## config.mk

```make
export PLATFORM = sky130hd
export DESIGN_NAME = mms_frame_tracker_flat
export DESIGN_NICKNAME = d
export VERILOG_FILES = /design/src/rtl/mms_frame_tracker_pkg.sv /design/src/rtl/mms_frame_tracker_if.sv /design/src/rtl/mms_frame_tracker_cmp4.sv /design/src/rtl/mms_frame_tracker.sv /design/src/flat_wrapper.sv
export SDC_FILE = /design/constraint.sdc
export NUM_CORES = 1
export LEC_CHECK = 0
export CAP_MARGIN = 0
export CORE_ASPECT_RATIO = 0.5
export CORE_UTILIZATION = 40
export CTS_BUF_LIST = sky130_fd_sc_hd__clkbuf_16
export DETAILED_ROUTE_END_ITERATION = 8
export PLACE_DENSITY_LB_ADDON = 0.12
export SYNTH_ARGS = -nofsm -noshare
export SYNTH_HDL_FRONTEND = slang
export SYNTH_SLANG_ARGS = --single-unit
```

## constraint.sdc

```tcl
create_clock -name clk -period 7.8 [get_ports clk]
set_clock_uncertainty 0.1 [all_clocks]
set_input_delay 0.78 -clock clk [delete_from_list [all_inputs] [get_ports clk]]
set_output_delay 0.78 -clock clk [all_outputs]
set_load 0.01 [all_outputs]
```

## src/rtl/mms_frame_tracker_pkg.sv

```systemverilog
// Shared definitions for the max/min frame tracker: select encoding, FSM states
// and the padding value used for partially filled lane groups.
package mms_pkg;

    localparam logic MMS_SEL_MAX = 1'b0;
    localparam logic MMS_SEL_MIN = 1'b1;

    typedef enum logic [1:0] {
        ST_IDLE    = 2'd0,
        ST_COLLECT = 2'd1,
        ST_DONE    = 2'd2
    } mms_state_t;

    // Value that can never win the compare: 0 when looking for a max, all-ones for a min.
    function automatic logic [31:0] neutral(input logic sel, input int w);
        logic [31:0] ones;
        ones = 32'hFFFF_FFFF >> (32 - w);
        return (sel == MMS_SEL_MIN) ? ones : 32'd0;
    endfunction

endpackage

```

## src/rtl/mms_frame_tracker_if.sv

```systemverilog
// Sample-in / result-out bundle of the frame tracker; slave is the tracker side.
interface mms_frame_tracker_if #(
    parameter int W     = 8,
    parameter int CNT_W = 16
);
    logic             select;
    logic             in_valid;
    logic             in_ready;
    logic [W-1:0]     in_data;
    logic             in_last;
    logic             out_valid;
    logic             out_ready;
    logic [W-1:0]     out_result;
    logic [CNT_W-1:0] out_count;
    logic             busy;

    modport slave (
        input  select, in_valid, in_data, in_last, out_ready,
        output in_ready, out_valid, out_result, out_count, busy
    );

    modport master (
        output select, in_valid, in_data, in_last, out_ready,
        input  in_ready, out_valid, out_result, out_count, busy
    );
endinterface

```

## src/rtl/mms_frame_tracker_cmp4.sv

```systemverilog
// Combinational 4-input unsigned max/min: two pairwise compares, then a final one.
import mms_pkg::*;

module mms_cmp4 #(
    parameter int W = 8
) (
    input  logic         sel,
    input  logic [W-1:0] a,
    input  logic [W-1:0] b,
    input  logic [W-1:0] c,
    input  logic [W-1:0] d,
    output logic [W-1:0] y
);
    logic [W-1:0] ab;
    logic [W-1:0] cd;

    always_comb begin
        if (sel == MMS_SEL_MIN) begin
            ab = (a < b) ? a : b;
            cd = (c < d) ? c : d;
            y  = (ab < cd) ? ab : cd;
        end else begin
            ab = (a > b) ? a : b;
            cd = (c > d) ? c : d;
            y  = (ab > cd) ? ab : cd;
        end
    end
endmodule

```

## src/rtl/mms_frame_tracker.sv

```systemverilog
// Streaming frame tracker: packs samples into 4-lane groups, reduces each group and
// folds it into a running max/min, then hands {result, count} downstream.
import mms_pkg::*;

module mms_frame_tracker #(
    parameter int W     = 8,
    parameter int CNT_W = 16
) (
    input  logic                clk,
    input  logic                reset,
    mms_frame_tracker_if.slave  bus
);
    mms_state_t       state;
    logic             sel_q;
    logic [1:0]       lane_idx;
    logic [W-1:0]     lane_q [3];
    logic [W-1:0]     acc_q;
    logic             first_grp_q;
    logic [CNT_W-1:0] count_q;
    logic [W-1:0]     result_q;
    logic [CNT_W-1:0] out_count_q;
    logic             out_valid_q;

    logic             accept;
    logic             fold;
    logic             sel_eff;
    logic [W-1:0]     neut;
    logic [W-1:0]     g0, g1, g2, g3;
    logic [W-1:0]     grp;
    logic [W-1:0]     acc_next;
    logic [CNT_W-1:0] count_next;

    assign bus.in_ready   = (state != ST_DONE);
    assign bus.busy       = (state != ST_IDLE);
    assign bus.out_valid  = out_valid_q;
    assign bus.out_result = result_q;
    assign bus.out_count  = out_count_q;

    assign accept  = bus.in_valid & bus.in_ready;
    assign fold    = accept & ((lane_idx == 2'd3) | bus.in_last);
    // The first sample of a frame uses the live select; later samples use the latched one.
    assign sel_eff = (state == ST_IDLE) ? bus.select : sel_q;
    assign neut    = W'(neutral(sel_eff, W));

    always_comb begin
        g0 = (lane_idx == 2'd0) ? bus.in_data : lane_q[0];
        g1 = (lane_idx == 2'd1) ? bus.in_data : ((lane_idx > 2'd1) ? lane_q[1] : neut);
        g2 = (lane_idx == 2'd2) ? bus.in_data : ((lane_idx == 2'd3) ? lane_q[2] : neut);
        g3 = (lane_idx == 2'd3) ? bus.in_data : neut;
    end

    mms_cmp4 #(.W(W)) u_cmp4 (
        .sel (sel_eff),
        .a   (g0),
        .b   (g1),
        .c   (g2),
        .d   (g3),
        .y   (grp)
    );

    always_comb begin
        if (first_grp_q)
            acc_next = grp;
        else if (sel_eff == MMS_SEL_MIN)
            acc_next = (acc_q < grp) ? acc_q : grp;
        else
            acc_next = (acc_q > grp) ? acc_q : grp;

        if (state == ST_IDLE)
            count_next = CNT_W'(1);
        else if (&count_q)
            count_next = count_q;
        else
            count_next = count_q + 1'b1;
    end

    always_ff @(posedge clk or posedge reset) begin
        if (reset) begin
            state       <= ST_IDLE;
            sel_q       <= MMS_SEL_MAX;
            lane_idx    <= 2'd0;
            lane_q[0]   <= '0;
            lane_q[1]   <= '0;
            lane_q[2]   <= '0;
            acc_q       <= '0;
            first_grp_q <= 1'b1;
            count_q     <= '0;
            result_q    <= '0;
            out_count_q <= '0;
            out_valid_q <= 1'b0;
        end else begin
            if (accept) begin
                count_q <= count_next;
                if (state == ST_IDLE)
                    sel_q <= bus.select;
                if (fold) begin
                    lane_idx    <= 2'd0;
                    acc_q       <= acc_next;
                    first_grp_q <= 1'b0;
                end else begin
                    lane_idx <= lane_idx + 2'd1;
                    case (lane_idx)
                        2'd0:    lane_q[0] <= bus.in_data;
                        2'd1:    lane_q[1] <= bus.in_data;
                        default: lane_q[2] <= bus.in_data;
                    endcase
                end
            end

            case (state)
                ST_IDLE, ST_COLLECT: begin
                    if (accept && bus.in_last) begin
                        state       <= ST_DONE;
                        result_q    <= acc_next;
                        out_count_q <= count_next;
                        out_valid_q <= 1'b1;
                        first_grp_q <= 1'b1;
                    end else if (accept) begin
                        state <= ST_COLLECT;
                    end
                end
                ST_DONE: begin
                    if (out_valid_q && bus.out_ready) begin
                        state       <= ST_IDLE;
                        out_valid_q <= 1'b0;
                    end
                end
                default: state <= ST_IDLE;
            endcase
        end
    end
endmodule
```

## src/flat_wrapper.sv

```systemverilog
// flat-port wrapper written by rule: the top's interface ports become plain ports
module mms_frame_tracker_flat 
#(
    parameter int W     = 8,
    parameter int CNT_W = 16
)
  (clk, reset, bus_select, bus_in_valid, bus_in_data, bus_in_last, bus_out_ready, bus_in_ready, bus_out_valid, bus_out_result, bus_out_count, bus_busy);
  mms_frame_tracker_if #(.W(W), .CNT_W(CNT_W)) bus_i ();
  input  logic clk;
  input  logic reset;
  input wire logic [$bits(bus_i.select)-1:0] bus_select;
  input wire logic [$bits(bus_i.in_valid)-1:0] bus_in_valid;
  input wire logic [$bits(bus_i.in_data)-1:0] bus_in_data;
  input wire logic [$bits(bus_i.in_last)-1:0] bus_in_last;
  input wire logic [$bits(bus_i.out_ready)-1:0] bus_out_ready;
  output wire logic [$bits(bus_i.in_ready)-1:0] bus_in_ready;
  output wire logic [$bits(bus_i.out_valid)-1:0] bus_out_valid;
  output wire logic [$bits(bus_i.out_result)-1:0] bus_out_result;
  output wire logic [$bits(bus_i.out_count)-1:0] bus_out_count;
  output wire logic [$bits(bus_i.busy)-1:0] bus_busy;
  assign bus_i.select = bus_select;
  assign bus_i.in_valid = bus_in_valid;
  assign bus_i.in_data = bus_in_data;
  assign bus_i.in_last = bus_in_last;
  assign bus_i.out_ready = bus_out_ready;
  assign bus_in_ready = bus_i.in_ready;
  assign bus_out_valid = bus_i.out_valid;
  assign bus_out_result = bus_i.out_result;
  assign bus_out_count = bus_i.out_count;
  assign bus_busy = bus_i.busy;
  mms_frame_tracker #(.W(W), .CNT_W(CNT_W)) u_core (.clk(clk), .reset(reset), .bus(bus_i));
endmodule
```

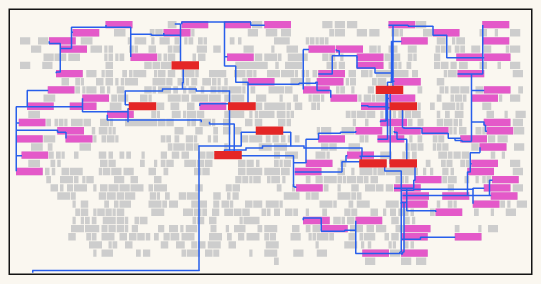
**Above:** run 1 (routed clock nets over the placement).
Scale: 3 px per um.
- flip-flops: magenta (count 79)
- clock drivers: red (count 9)
- clock wires: blue (length 1,310 um)
- flops lie: all over the die
- routed clock nets: 10

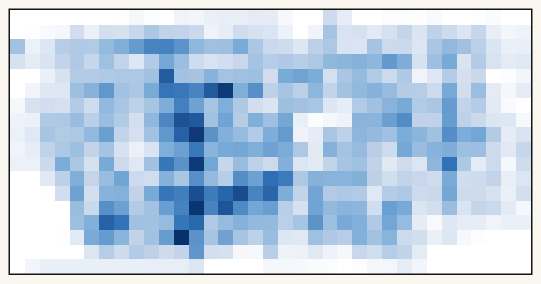
**Above:** run 1 (signal metal coverage by tile).
Scale: 3 px per um. 35 x 18 tiles, from white (low) to dark blue (high), scaled to the fullest tile. Values are wire area over tile area, all layers added.
- densest ninth of the die: centre
- fullest tile: 0.61
- emptiest ninth of the die: south-east
- mean over tiles: 0.17
- nearly empty tiles: 13%

==> run summary, run 1 <==
State of the implementation.

- The flow ran to the end, and the final reports show no timing, DRC or antenna violations.
- The first global-routing pass estimated 27,540 um of wire.
- The launch point of the worst reg-to-reg path is u_core.lane_idx[1]$_DFFE_PP0P_, for reference.
- The kind of critical path is in -> reg, for reference.
- The total count of max-transition violations in the final report is 0, for reference.
- The area figure in the yosys stat output is 5894 um^2, for reference.
- The number of cell instances on the worst register-to-register path is 31, for reference.
- The remaining routing DRC violations is 0, for reference.
- The via count of the first global-routing pass came to 5,121.
- The post-cts hold buffer count is 0, for reference.
- Logged for this run, the post-placement worst setup slack is -0.1194 ns.
- The largest net degree at the start of global routing is 59, for reference.
- The clock tree from TritonCTS is yes, for reference.
- RePlAce ended its routability-driven mode at a weighted congestion of 0.9075.
- The maximum fanout along the worst path is 6, for reference.
- The portion of synthesized cell area occupied by the leading cell type is 33.11%, for reference.
- For the worst setup path, the data required time is 7.98 ns.
- The cell area that synthesis handed to floorplanning was 5894 um^2.
- In this run the most critical hold path is launched from u_core.bus.out_count[5]$_DFFE_PP0P_.
- The post-route non-filler standard cell count is 984, for reference.
- For this design, the sink count on the clock tree is 79.
- The total global routing track utilization is 23.32%, for reference.
- The flip-flop count of the largest register, all copies and words added is 24, for reference.
- The leading cell type in the layout, fill and taps excluded is sky130_fd_sc_hd__nand2_1, for reference.
- The relative max-transition margin is 39.00%, for reference.
- The global routing usage on met1 is 33.39%, for reference.
- The cell with the largest stage delay on the worst path is sky130_fd_sc_hd__clkdlybuf4s50_1, for reference.
- The share of post-route cells with drive strength above 1 is 19.44%, for reference.
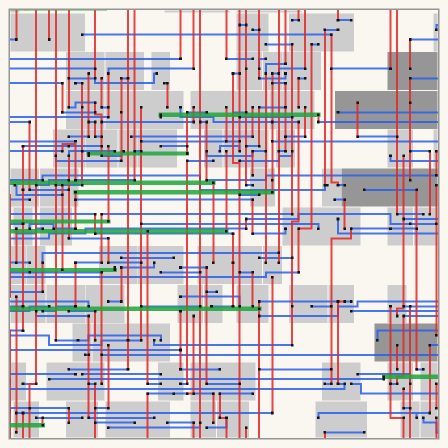
**Above:** run 1 (a small window of the routed layout).
Window x 72 to 102, y 11 to 41 um. Cells in grey, sequential cells in the stronger grey; small squares are vias.
- metal 3: green
- metal 1: blue
- metal 4: orange
- metal 2: red
- cells with their middle in the window: 62
- sequential cells in the window: 2
- most frequent: nand2_1 (7), buf_4 (7), inv_1 (5)
- netlist names of flops here include: `u_core.bus.out_result` (2)

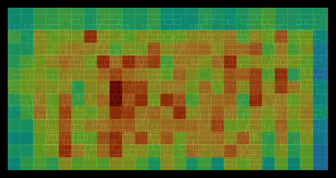
**Above:** run 1 (routing congestion).
Layout Utilization: 53.06%
most congested layer reported by global routing: met2

==> run 1: cell type report <==
| type | count | area share, % |
|---|---|---|
| flip-flops and latches | 79 | 26.70 |
| well taps | 192 | 3.243 |
| clock inverters | 7 | 1.942 |
| clock buffers | 9 | 3.040 |
| multi-input cells | 533 | 49.20 |
| inverters | 45 | 2.297 |
| repair buffers | 119 | 13.58 |
==> run 1: per-layer routing <==
metal | wire length [um] | up-vias
met3 | 671 | 13
met1 | 8760 | 2555
li1 | - | 2684
met2 | 7671 | 115
met4 | 144 | 0
met5 | 0 | -
==> run 1: worst max-delay path: cells and delay by family <==
kind	cells	cell delay, ns
compound gates	13	2.47
fa+ha+maj	3	0.83
buf+inv	7	1.42
simple gates	11	2.07
--- run 2 (diff from run 1) ---
--- a/config.mk
+++ b/config.mk
@@ -7,10 +7,12 @@
 export LEC_CHECK = 0
 export CAP_MARGIN = 0
 export CORE_ASPECT_RATIO = 0.5
+export CORE_MARGIN = 2
 export CORE_UTILIZATION = 40
 export CTS_BUF_LIST = sky130_fd_sc_hd__clkbuf_16
 export DETAILED_ROUTE_END_ITERATION = 8
 export PLACE_DENSITY_LB_ADDON = 0.12
+export RECOVER_POWER = 50
 export SYNTH_ARGS = -nofsm -noshare
 export SYNTH_HDL_FRONTEND = slang
 export SYNTH_SLANG_ARGS = --single-unit
==> run 2 against run 1 <==
Cell count fell by 0.81%. Synthesized cell count did not move. Register-to-register slack improved by 0.07 ns. The flow now finishes with violations (capacitance limit, slew limit). Sequential cell count did not move. Via count fell by 2.0%. Die area rose by 3.5%. Utilization fell by 2.8 points. Highest routed layer unchanged. Hold slack got worse by 0.00060 ns. Count of clock-buffer cells in the layout did not move. Non-clock buffer count fell by 13. Fmax rose by 0.87%. Wire length fell by 5.3%.
==> run summary, run 2 <==
State of the implementation.

- The checks that failed: capacitance limit, slew limit.
- The launch point of the worst reg-to-reg path is u_core.state[0]$_DFFE_PP0P_, for reference.
- CTS saw 79 sinks.
- The post-route report lists met1 wire length as 8114 um.
- The buffers plus inverters on the worst setup path is 7, for reference.
- The run finished, with violations left.
- The portion of synthesized cell area occupied by the leading cell type is 33.11%, for reference.
- The leading cell type in the layout, fill and taps excluded is sky130_fd_sc_hd__nand2_1, for reference.
- The total count of max-transition violations in the final report is 80, for reference.
- The remaining routing DRC violations is 0, for reference.
- The global placement routability congestion is 0.9214, for reference.
- The global routing usage on met1 is 29.94%, for reference.
- The number of max-cap violations is 1, for reference.
- The clock tree from TritonCTS is yes, for reference.
- The cell with the largest stage delay on the worst path is sky130_fd_sc_hd__clkdlybuf4s50_1, for reference.
- In this run the worst path has a maximum fanout of 14.
- The first global-routing pass estimated 26,570 um of wire.
- STA shows the worst reg2reg path with a cell count of 32.
- The wire length on met3 is 652 um, for reference.
- The post-cts hold buffer count is 0, for reference.
- The register with the most flip-flops in the layout has 24 of them.
-- run 2: netlist changes by cell type in the layout (fill, tap and decap cells not counted), moves of 2 or more --
cell                              change
sky130_fd_sc_hd__buf_4               -14
sky130_fd_sc_hd__bufinv_16            -2
sky130_fd_sc_hd__clkdlybuf4s50_1     -14
sky130_fd_sc_hd__dlygate4sd3_1       +14
sky130_fd_sc_hd__inv_6                +2
-- run 2: area by class of cell --
cell class / count / share of cell area, %
clock inverter: 7 / 1.294
sequential: 79 / 27.29
clock buffer: 9 / 3.107
inverter: 45 / 2.347
multi-input combinational: 532 / 50.07
tap: 198 / 3.417
timing repair buffer: 106 / 12.48
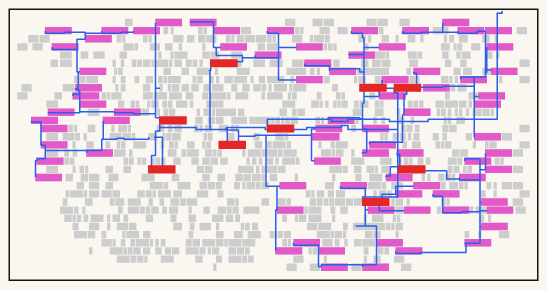
**Above:** run 2 (routed clock nets over the placement).
Scale: 3 px per um.
- flip-flops: magenta (count 79)
- clock drivers: red (count 9)
- clock wires: blue (length 1,230 um)
- flops lie: all over the die
- routed clock nets: 10

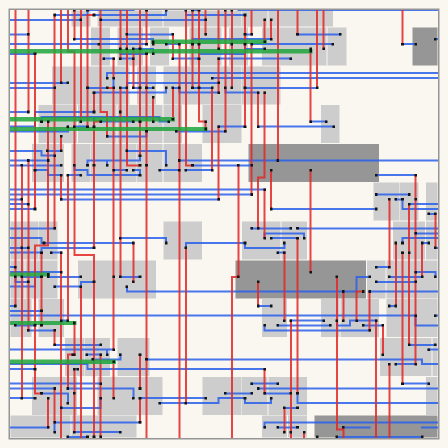
**Above:** run 2 (a small window of the routed layout).
Window x 73 to 103, y 12 to 42 um. Cells in grey, sequential cells in the stronger grey; small squares are vias.

